==> run_1/port_nets.png <==
(2 px per um)
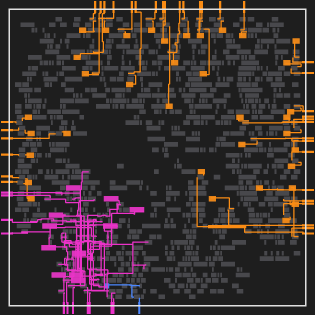
==> run_1/metal_stack.png <==
(4 px per um) Only two layers are drawn.
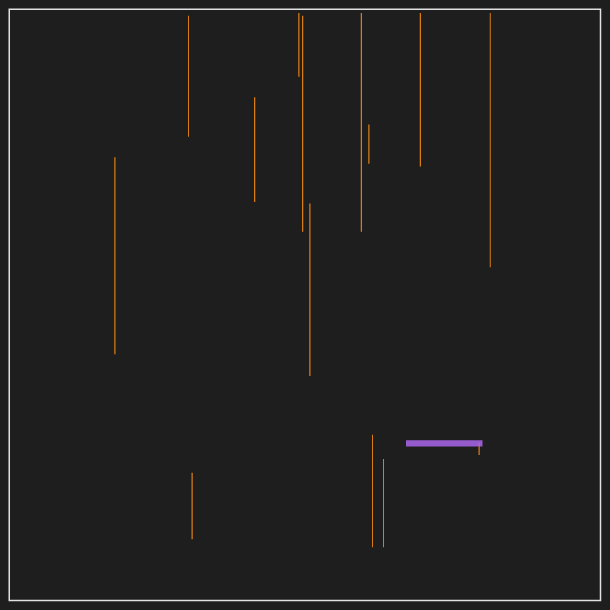
==> run_1/final_clocks.png <==
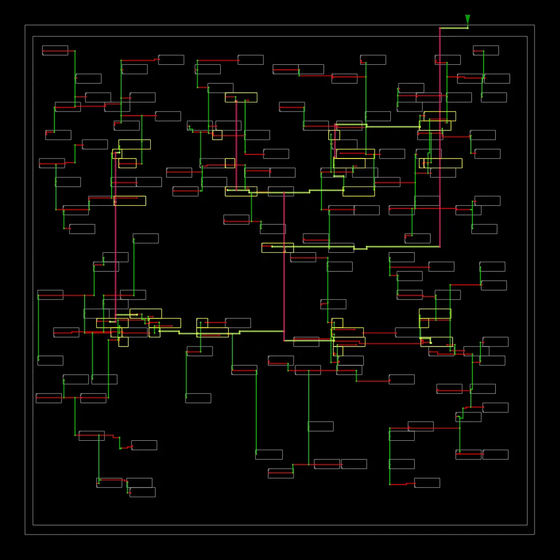
**config.mk**
```make
export PLATFORM = sky130hd
export DESIGN_NAME = ras_ctrl
export DESIGN_NICKNAME = d
export VERILOG_FILES = /design/src/rtl/ras_ctrl.sv
export SDC_FILE = /design/constraint.sdc
export NUM_CORES = 1
export LEC_CHECK = 0
export CORE_MARGIN = 2
export CORE_UTILIZATION = 30
export DETAILED_ROUTE_END_ITERATION = 10
export PLACE_DENSITY = 0.55
export SETUP_SLACK_MARGIN = 0.5
export SYNTH_ARGS = -nofsm -noshare
export SYNTH_HDL_FRONTEND = slang
export SYNTH_SLANG_ARGS = --single-unit
```
**constraint.sdc**
```tcl
create_clock -name clk -period 5.1 [get_ports clk]
set_input_delay 1.53 -clock clk [delete_from_list [all_inputs] [get_ports clk]]
set_output_delay 1.53 -clock clk [all_outputs]
set_load 0.02 [all_outputs]
```
**src/rtl/ras_ctrl.sv**
```systemverilog
// Return-address stack controller: TOS/NOS held in registers, deeper entries spill to a RAM.
// Define RAS_STATS_EN to add saturating ovf_cnt/udf_cnt event counters.
module ras_ctrl #(
   parameter int DEPTH = 1024,
   parameter int WIDTH = 36,
   localparam int CNTW = $clog2(DEPTH + 3),
   localparam int AW = $clog2(DEPTH)
) (
   input  logic             clk,
   input  logic             rst_n,
   input  logic             push,
   input  logic [WIDTH-1:0] push_addr,
   input  logic             pop,
   input  logic             flush,
   output logic             tos_valid,
   output logic [WIDTH-1:0] tos_addr,
   output logic             pop_valid,
   output logic [WIDTH-1:0] pop_addr,
   output logic [CNTW-1:0]  count,
   output logic             ovf,
   output logic             udf,
   output logic             ram_we,
   output logic [AW-1:0]    ram_waddr,
   output logic [WIDTH-1:0] ram_wdata,
   output logic             ram_re,
   output logic [AW-1:0]    ram_raddr,
   input  logic [WIDTH-1:0] ram_rdata
`ifdef RAS_STATS_EN
   ,
   output logic [15:0]      ovf_cnt,
   output logic [15:0]      udf_cnt
`endif
);

   localparam logic [CNTW-1:0] FULL  = CNTW'(DEPTH + 2);
   localparam logic [CNTW-1:0] TWO   = CNTW'(2);
   localparam logic [CNTW-1:0] THREE = CNTW'(3);

   logic [WIDTH-1:0] tos_q, nos_q, tos_d, nos_d;
   logic [WIDTH-1:0] nos_eff, pa_q, pa_d;
   logic [CNTW-1:0]  cnt_q, cnt_d;
   logic [AW-1:0]    bsp_q, bsp_d;
   logic             fill_q, fill_d;
   logic             pv_q, pv_d;
   logic             we_c, re_c, ovf_c, udf_c;
   logic             do_flush, do_xchg, do_push, do_pop;

   assign nos_eff = fill_q ? ram_rdata : nos_q;

   // A push+pop on an empty stack degenerates into a plain push.
   assign do_flush = flush;
   assign do_xchg  = !flush && push && pop && (cnt_q != '0);
   assign do_push  = !flush && push && (!pop || (cnt_q == '0));
   assign do_pop   = !flush && pop && !push;

   always_comb begin
      tos_d  = tos_q;
      nos_d  = nos_q;
      cnt_d  = cnt_q;
      bsp_d  = bsp_q;
      fill_d = 1'b0;
      pv_d   = 1'b0;
      pa_d   = pa_q;
      we_c   = 1'b0;
      re_c   = 1'b0;
      ovf_c  = 1'b0;
      udf_c  = 1'b0;
      if (fill_q)
         nos_d = ram_rdata;
      unique case (1'b1)
         do_flush: begin
            cnt_d = '0;
            bsp_d = '0;
         end
         do_xchg: begin
            pv_d  = 1'b1;
            pa_d  = tos_q;
            tos_d = push_addr;
            nos_d = nos_eff;
         end
         do_push: begin
            tos_d = push_addr;
            nos_d = tos_q;
            // A pending fill means the old NOS still sits in RAM at bsp.
            if (fill_q) begin
               bsp_d = bsp_q + 1'b1;
            end else if (cnt_q >= TWO) begin
               we_c  = 1'b1;
               bsp_d = bsp_q + 1'b1;
            end
            if (cnt_q != FULL)
               cnt_d = cnt_q + 1'b1;
            else
               ovf_c = 1'b1;
         end
         do_pop: begin
            if (cnt_q == '0) begin
               udf_c = 1'b1;
            end else begin
               pv_d  = 1'b1;
               pa_d  = tos_q;
               tos_d = nos_eff;
               cnt_d = cnt_q - 1'b1;
               if (cnt_q >= THREE) begin
                  re_c   = 1'b1;
                  bsp_d  = bsp_q - 1'b1;
                  fill_d = 1'b1;
               end
            end
         end
         default: ;
      endcase
   end

   always_ff @(posedge clk) begin
      if (!rst_n) begin
         tos_q  <= '0;
         nos_q  <= '0;
         cnt_q  <= '0;
         bsp_q  <= '0;
         fill_q <= 1'b0;
         pv_q   <= 1'b0;
         pa_q   <= '0;
      end else begin
         tos_q  <= tos_d;
         nos_q  <= nos_d;
         cnt_q  <= cnt_d;
         bsp_q  <= bsp_d;
         fill_q <= fill_d;
         pv_q   <= pv_d;
         pa_q   <= pa_d;
      end
   end

`ifdef RAS_STATS_EN
   always_ff @(posedge clk) begin
      if (!rst_n) begin
         ovf_cnt <= '0;
         udf_cnt <= '0;
      end else begin
         if (ovf_c && (ovf_cnt != 16'hFFFF))
            ovf_cnt <= ovf_cnt + 16'd1;
         if (udf_c && (udf_cnt != 16'hFFFF))
            udf_cnt <= udf_cnt + 16'd1;
      end
   end
`endif

   assign tos_valid = (cnt_q != '0);
   assign tos_addr  = tos_q;
   assign pop_valid = pv_q;
   assign pop_addr  = pa_q;
   assign count     = cnt_q;
   assign ovf       = rst_n & ovf_c;
   assign udf       = rst_n & udf_c;
   assign ram_we    = rst_n & we_c;
   assign ram_waddr = bsp_q;
   assign ram_wdata = nos_q;
   assign ram_re    = rst_n & re_c;
   assign ram_raddr = bsp_q - 1'b1;

endmodule

```
==> results.tsv, run 1 <==
stage	metric	value	unit
clock_tree	cts_tree	yes	
sta	max_slew_margin	27.8	%
clock_tree	worst_setup_hold_path_clk_slew	0.06	ns
drt	drc	0	
global_routing	grt_pass1_wl	33.7	mm
finish	layout.nets	1043	
pwr	p_leak	3.17	nW
logic_synthesis	ys.flops	131	
drt	avgRoutedWirePerCell	17.2	um
die	die_area	0.0217	sq mm
critical_path	cp-start-kind	input pin	
global_routing	grt_usage	19.5	%
sta	grt_setup_unrepaired	no	
die	die_h	147	um
drt	drtPass1Iterations	4	
finish	insertedDiodeCount	0	
critical_path	slowest_stage	clkdlybuf4s50_1	
global_routing	grt_overflow	0	
hold_path	hp-class	reg2reg	
logic_synthesis	top_area_share	42.5	%
drt	ant_nets	0	
die	fp_util	30.5	%
die	coreArea	0.0202	sq mm
drt	totalWireLength	21.4	mm
sta	drv_slew	0	
clock_tree	root_buffer	clkbuf_16	
logic_synthesis	yosysWarnings	0	
critical_path	crit_family	buffers and inverters	
critical_path	cp_data_arrival_time	2.97	ns
placement	place_congestion	0.813	
logic_synthesis	synth_chip_area	0.00617	sq mm
logic_synthesis	flop_cell	dfxtp_1	
critical_path	path_buffers	2	
sta	finalCritPeriodShare	88.2	%
logic_synthesis	edf_count	0	
sta	fmax	222	MHz
critical_path	cp-end-kind	primary output	
clock_tree	clk_latency	0.42	ns
logic_synthesis	yosysUniqueCellTypes	57	
die	die_w	147	um
global_routing	grt_pass1_vias	5943	
finish	area_growth	49.2	%
outcome	outcome	complete, no violations	
sta	finalHoldViolCount	0	
clock_tree	cts.htree.levels	4	
finish	layout_top_cells	clkdlybuf4s50_1, nand2_1, dfxtp_1	
clock_tree	cts_setup_buffers	0	
logic_synthesis	syn_inst	766	
critical_path	critPathMaxFanout	3	
placement	place_hpwl	14.0	mm
finish	layout-drive-gt1-share	7.60	%
logic_synthesis	ys_sh_xor	2.13	%
logic_synthesis	yosys.area_share.aoi	22.4	%
finish	fill_cells	2043	
logic_synthesis	largest_area_cell	dfxtp_1	
pwr	finalPower	3.03	mW
critical_path	crit_type	in2out	
logic_synthesis	synthArstFlopShare	0	%
logic_synthesis	yosys.area_share.simple	20.1	%
drt	drt-initial-drc-count	299	
drt	dr_total_vias	6243	
drt	routed_via_density	5.02	
logic_synthesis	ys_sh_mux	6.67	%
die	num_rows	52	
clock_tree	cts_hold_buf	0	
run	log.warning_count	28	
finish	lay_top_count	clkdlybuf4s50_1	
sta	worst_pin_slew	1.08	ns
sta	final-setup-viol-count	0	
pwr	peakVddDrop	0.000214	V
logic_synthesis	syn-num-nets	848	
clock_tree	cts_buffer_depth	2	
placement	port_buffers	221	
logic_synthesis	syn_area_per_cell	8.06	sq um
Back to the opening pictures, port_nets.png:
legend:
  `count`:
    colour: magenta
    bits: 11
    direction: output
    edge: 7 bottom, 4 left
    end_cells: 11
    wire: 1,090 um
  `ram_rdata`:
    colour: orange
    bits: 36
    direction: input
    edge: 15 right, 15 top, 6 left
    end_cells: 36
    wire: 919 um
  `tos_valid`:
    colour: blue
    bits: 1
    direction: output
    edge: bottom
    end_cells: 1
    wire: 25.9 um

Back to the opening pictures, metal_stack.png:
legend:
  met4:
    colour: orange
    wire_length: 451 um
  met5:
    colour: purple
    wire_length: 17.5 um

Back to the opening pictures, final_clocks.png:
Clk. pwr: 1.24 mW
CTS Sinks: 131
Fin Clk Skew: 0.0102 ns
flip-flops: 131
CTS Buf Count: 17

run 1: cell type report:
class	count	area [sq um]	share of cell area, %
clock buffer	19	443	4.81
clock inverter	13	149	1.62
inverter	10	40.0	0.435
multi-input combinational	559	3260	35.4
sequential	131	2620	28.5
tap	270	338	3.67
timing repair buffer	242	2360	25.6
run 1: logic make-up (layout without fill, tap and decap cells):
family	after synthesis	in the layout
compound gates	210	210
mux	41	41
fa+ha+maj	5	5
buf+inv	76	284
simple gates	288	288
xor+xnor	15	15
flops	131	131
run 1: final timing paths:
check	from	to	slack (ns)	depth (start not counted)
max	pop	ram_re	0.60	6
min reg2reg	pop_addr[29]	pop_addr[29]	0.45	2
min	pop_addr[29]	pop_addr[29]	0.45	2
max reg2reg	count[3]	ram_waddr[5]	1.94	8
run 1: timing repair:
item                       CTS  global route
pin swaps                    0             0
setup endpoints to repair    4             2
gates resized                5             5
run 1: flip-flops by register name, indices dropped and copies added, names as in the netlist:
register	flops
pop_addr	36
ram_wdata	36
tos_addr	36
count	11
ram_waddr	10
fill_q	1
pop_valid	1
run 1: cells in the mapped netlist (all sizes together) (2+ instances only):
cell and instances:
nand2 166, a32oi 3, o211ai 40, or3 8
a31oi 4, clkbuf 47, nor4 6, dfxtp 131
and3 3, o311ai 2, ha 5, and2 2
a21oi 88, nor2 70, or2 3, nor4bb 2
o21ai 12, o41ai 2, a211oi 38, xnor2 6
a221oi 2, buf 19, o311a 4, or4 4
nand3 7, o31ai 6, nor3b 2, mux2i 40
inv 10, nor3 9, xor2 9
run 1: where the power goes:
part           internal [mW]  switching [mW]
combinational          0.296           0.365
clock                  0.739           0.497
sequential              1.08          0.0530
run 1: through the flow:
step / utilization [%] / setup WS [ns] / instance area (sq um) / hold slack [ns] / instances
after floorplan: - / 0.567 / 6170 / 0.533 / 766
final: 45.5 / 0.602 / 9210 / 0.452 / 1244
after CTS: 45.5 / 0.426 / 9220 / 0.454 / 1244
after global routing: 45.5 / 0.527 / 9210 / 0.472 / 1244
after detailed placement: 42.6 / 0.155 / 8630 / 0.446 / 1212
after global placement: 42.6 / 0.165 / 8630 / 0.441 / 1212
run 1: per-layer routing:
metal / part of all wire [%] / wire (um) / vias up / track usage (%)
li1: - / - / 3091 / -
met3: 5.7 / 1230 / 33 / 5.09
met4: 2.1 / 450 / 2 / 6.25
met1: 45 / 9710 / 2931 / 25.7
met5: 0.079 / 17 / - / 0
met2: 47 / 10000 / 186 / 31.4
run 1: tightest hold or removal path: cells and delay by family (launching register included):
family	cells	cell delay (ns)
flops	1	0.31
simple gates	1	0.05
compound gates	1	0.05
==> run 2: changes to the inputs <==
- CTS_CLUSTER_SIZE: unset -> 10
==> run 2 against run 1 <==
  * Global-route usage is the same
  * Utilization is the same
  * Via count is the same
  * Clock skew is the same
  * Critical path depth is the same
==> results.tsv, run 2 <==
stage	metric	value	unit	change
placement	numPlacedInstances	1212		unchanged
finish	layout.nets	1043		unchanged
placement	port_buffers	221		unchanged
pwr	p_int	2.11	mW	unchanged
placement	dp_slack	0.155	ns	unchanged
global_routing	grt_start_max_net_pins	86		
sta	finalCritPeriodShare	88.2	%	unchanged
logic_synthesis	synth_chip_area	0.00617	sq mm	unchanged
die	num_rows	52		unchanged
logic_synthesis	common_cells	nand2_1, dfxtp_1, a21oi_1, nor2_1, clkbuf_1		
run	log.warning_count	28		unchanged
die	coreArea	0.0202	sq mm	unchanged
pwr	seq_power_share	37.4	%	about the same
finish	insertedDiodeCount	0		unchanged
drt	drt-initial-drc-count	299		unchanged
clock_tree	clk_latency	0.42	ns	about the same
placement	placed_area	0.00863	sq mm	unchanged
sta	whs	0.452	ns	unchanged
pwr	power_density	329	mW/mm^2	
pwr	combPwrFrac	21.8	%	about the same
sta	max_slew_margin	27.8	%	unchanged
finish	final_util	45.5	%	unchanged
logic_synthesis	ys.flops	131		unchanged
finish	layout-drive-gt1-share	7.60	%	unchanged
die	fp_util	30.5	%	unchanged
outcome	outcome	complete, no violations		
finish	fill_cells	2043		unchanged
pwr	finalPower	3.03	mW	unchanged
finish	area_growth	49.2	%	unchanged
placement	place_hpwl	14.0	mm	unchanged
clock_tree	cts_hold_buf	0		unchanged
clock_tree	ctsResizeCount	5		unchanged
sta	final-setup-viol-count	0		unchanged
sta	fmax	222	MHz	unchanged
critical_path	cp-end-kind	primary output		
logic_synthesis	edf_count	0		unchanged
logic_synthesis	syn_inst	766		unchanged
finish	fin_cells	1244		unchanged
global_routing	grt_pass1_vias	5943		unchanged
die	io_pins	222		
sta	fin_ws	0.602	ns	unchanged
sta	finalHoldViolCount	0		unchanged
clock_tree	cts_buffer_depth	2		unchanged
clock_tree	cts_sinks	131		unchanged
global_routing	grt_pass1_wl	33.7	mm	unchanged
clock_tree	worst_setup_hold_path_clk_slew	0.06	ns	about the same
critical_path	critPathMaxFanout	3		unchanged
global_routing	antenna_found_initial	1		
global_routing	grt_usage	19.5	%	unchanged
die	die_area	0.0217	sq mm	unchanged
hold_path	hp-class	reg2reg		
critical_path	cp_data_arrival_time	2.97	ns	about the same
logic_synthesis	top_cells_by_area	dfxtp_1, nand2_1, a21oi_1		
pwr	p_leak	3.17	nW	unchanged
logic_synthesis	yosysWarnings	0		unchanged
critical_path	cp-start-kind	input pin		
logic_synthesis	syn-num-nets	848		unchanged
clock_tree	cts_buffers	17		unchanged
run	drv_cap	0		
logic_synthesis	synthArstFlopShare	0	%	unchanged
logic_synthesis	yosysUniqueCellTypes	57		unchanged
drt	drc	0		unchanged
clock_tree	cts_tree	yes		
sta	drv_slew	0		unchanged
pwr	clockPowerShare	40.8	%	about the same
logic_synthesis	netlist_area	0.00617	sq mm	
critical_path	cp_slowest_stage_delay	0.53	ns	
critical_path	crit_family	buffers and inverters		
drt	routed_via_density	5.02		unchanged
logic_synthesis	syn_area_per_cell	8.06	sq um	unchanged
logic_synthesis	top_cell	nand2_1		
die	die_w	147	um	unchanged
logic_synthesis	flop_cell	dfxtp_1		
critical_path	slowest_stage	clkdlybuf4s50_1		
logic_synthesis	largest_area_cell	dfxtp_1		
critical_path	path_buffers	2		unchanged
sta	grt_setup_unrepaired	no		
sta	worst_pin_slew	1.08	ns	unchanged
finish	layout_top_cells	clkdlybuf4s50_1, nand2_1, dfxtp_1		
sta	skew	0.0102	ns	unchanged
clock_tree	cts_setup_buffers	0		unchanged
die	die_h	147	um	unchanged
sta	period_needed	4.50	ns	
clock_tree	root_buffer	clkbuf_16		
drt	drtPass1Iterations	4		unchanged
pwr	p_sw	915	uW	unchanged
logic_synthesis	yosysSeqAreaShare	42.5	%	
pwr	netSwitchingFraction	30.2	%	unchanged
global_routing	grt_overflow	0		unchanged
critical_path	required	3.57	ns	
logic_synthesis	top_area_share	42.5	%	unchanged
drt	avgRoutedWirePerCell	17.2	um	unchanged
clock_tree	cts.htree.levels	4		unchanged
pwr	peakVddDrop	0.000214	V	unchanged
critical_path	crit_type	in2out		
sta	final.setup.tns	0	ns	
finish	lay_top_count	clkdlybuf4s50_1		
finish	final_cell_area	0.00921	sq mm	unchanged
drt	ant_nets	0		unchanged
logic_synthesis	ys_cells	766		
placement	place_congestion	0.813		unchanged
## run 2: cell counts after synthesis
No cell type changed its count.
## run 2: power by group through the flow
stage          logic, mW  registers [mW]  clock network [mW]
6_report           0.662            1.13                1.24
5_1_grt            0.713            1.14                1.32
4_1_cts            0.669            1.13                1.27
3_5_place_dp       0.667            1.15                   0
3_3_place_gp       0.666            1.16                   0
2_1_floorplan      0.297            1.21                   0
## run 2: logic make-up (layout without fill, tap and decap cells)
group	count (synthesis)	in the layout	share of synthesized area (%)
compound gates	210	210	22.4
xor+xnor	15	15	2.13
fa+ha+maj	5	5	1.01
buf+inv	76	284	5.17
mux	41	41	6.67
flops	131	131	42.5
simple gates	288	288	20.1
## run 2: path summary, 6_finish.rpt
kind	from	endpoint	slack [ns]	cells past startpoint
hold / removal	pop_addr[29]	pop_addr[29]	0.45	2
setup reg to reg	count[3]	ram_waddr[5]	1.94	8
hold reg to reg	pop_addr[29]	pop_addr[29]	0.45	2
setup / recovery	pop	ram_re	0.60	6
## run 2: routing by layer
metal | wire (um) | part of all wire [%] | vias up | track usage, %
met4 | 450 | 2.1 | 2 | 6.25
met3 | 1230 | 5.7 | 33 | 5.09
li1 | - | - | 3091 | -
met1 | 9710 | 45 | 2931 | 25.7
met2 | 10000 | 47 | 186 | 31.4
met5 | 17 | 0.079 | - | 0
## run 2: area by class of cell
| cell class | instances | area, sq um | share of cell area (%) |
|---|---|---|---|
| Tap cell | 270 | 338 | 3.67 |
| Timing Repair Buffer | 242 | 2360 | 25.6 |
| Multi-Input combinational cell | 559 | 3260 | 35.4 |
| Inverter | 10 | 40.0 | 0.435 |
| Clock buffer | 19 | 443 | 4.81 |
| Clock inverter | 13 | 149 | 1.62 |
| Sequential cell | 131 | 2620 | 28.5 |
## run 2: worst register-to-register path: stages (launching register included)
cell and delay (ns):
dfxtp_1 0.42, or4_4 0.65, o31ai_4 0.27, buf_4 0.23, nand2_4 0.06, buf_4 0.38
o311ai_4 0.72, o21ai_0 0.19, a21oi_1 0.17
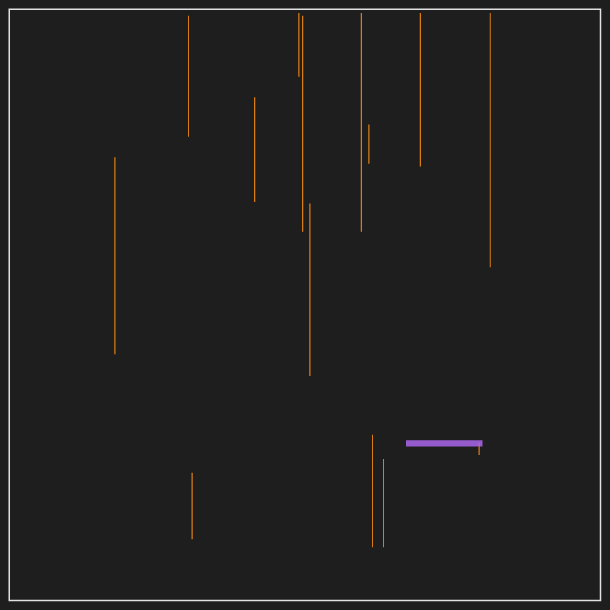
(run_2/metal_stack.png)
(4 px per um) Only two layers are drawn.
legend:
  met4:
    colour: orange
    wire_length: 451 um
  met5:
    colour: purple
    wire_length: 17.5 um

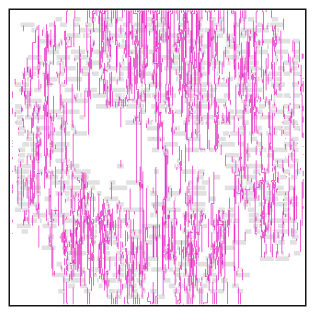
(run_2/met2.png)
(2 px per um) Cells faint in the background.
longest straight run: 52.0 um
share of all routed wire: 47%
WL final: 21.4 mm
via count: 6,243
M2 GR Usage: 31.4%

Power and IR drop assume default switching activity.
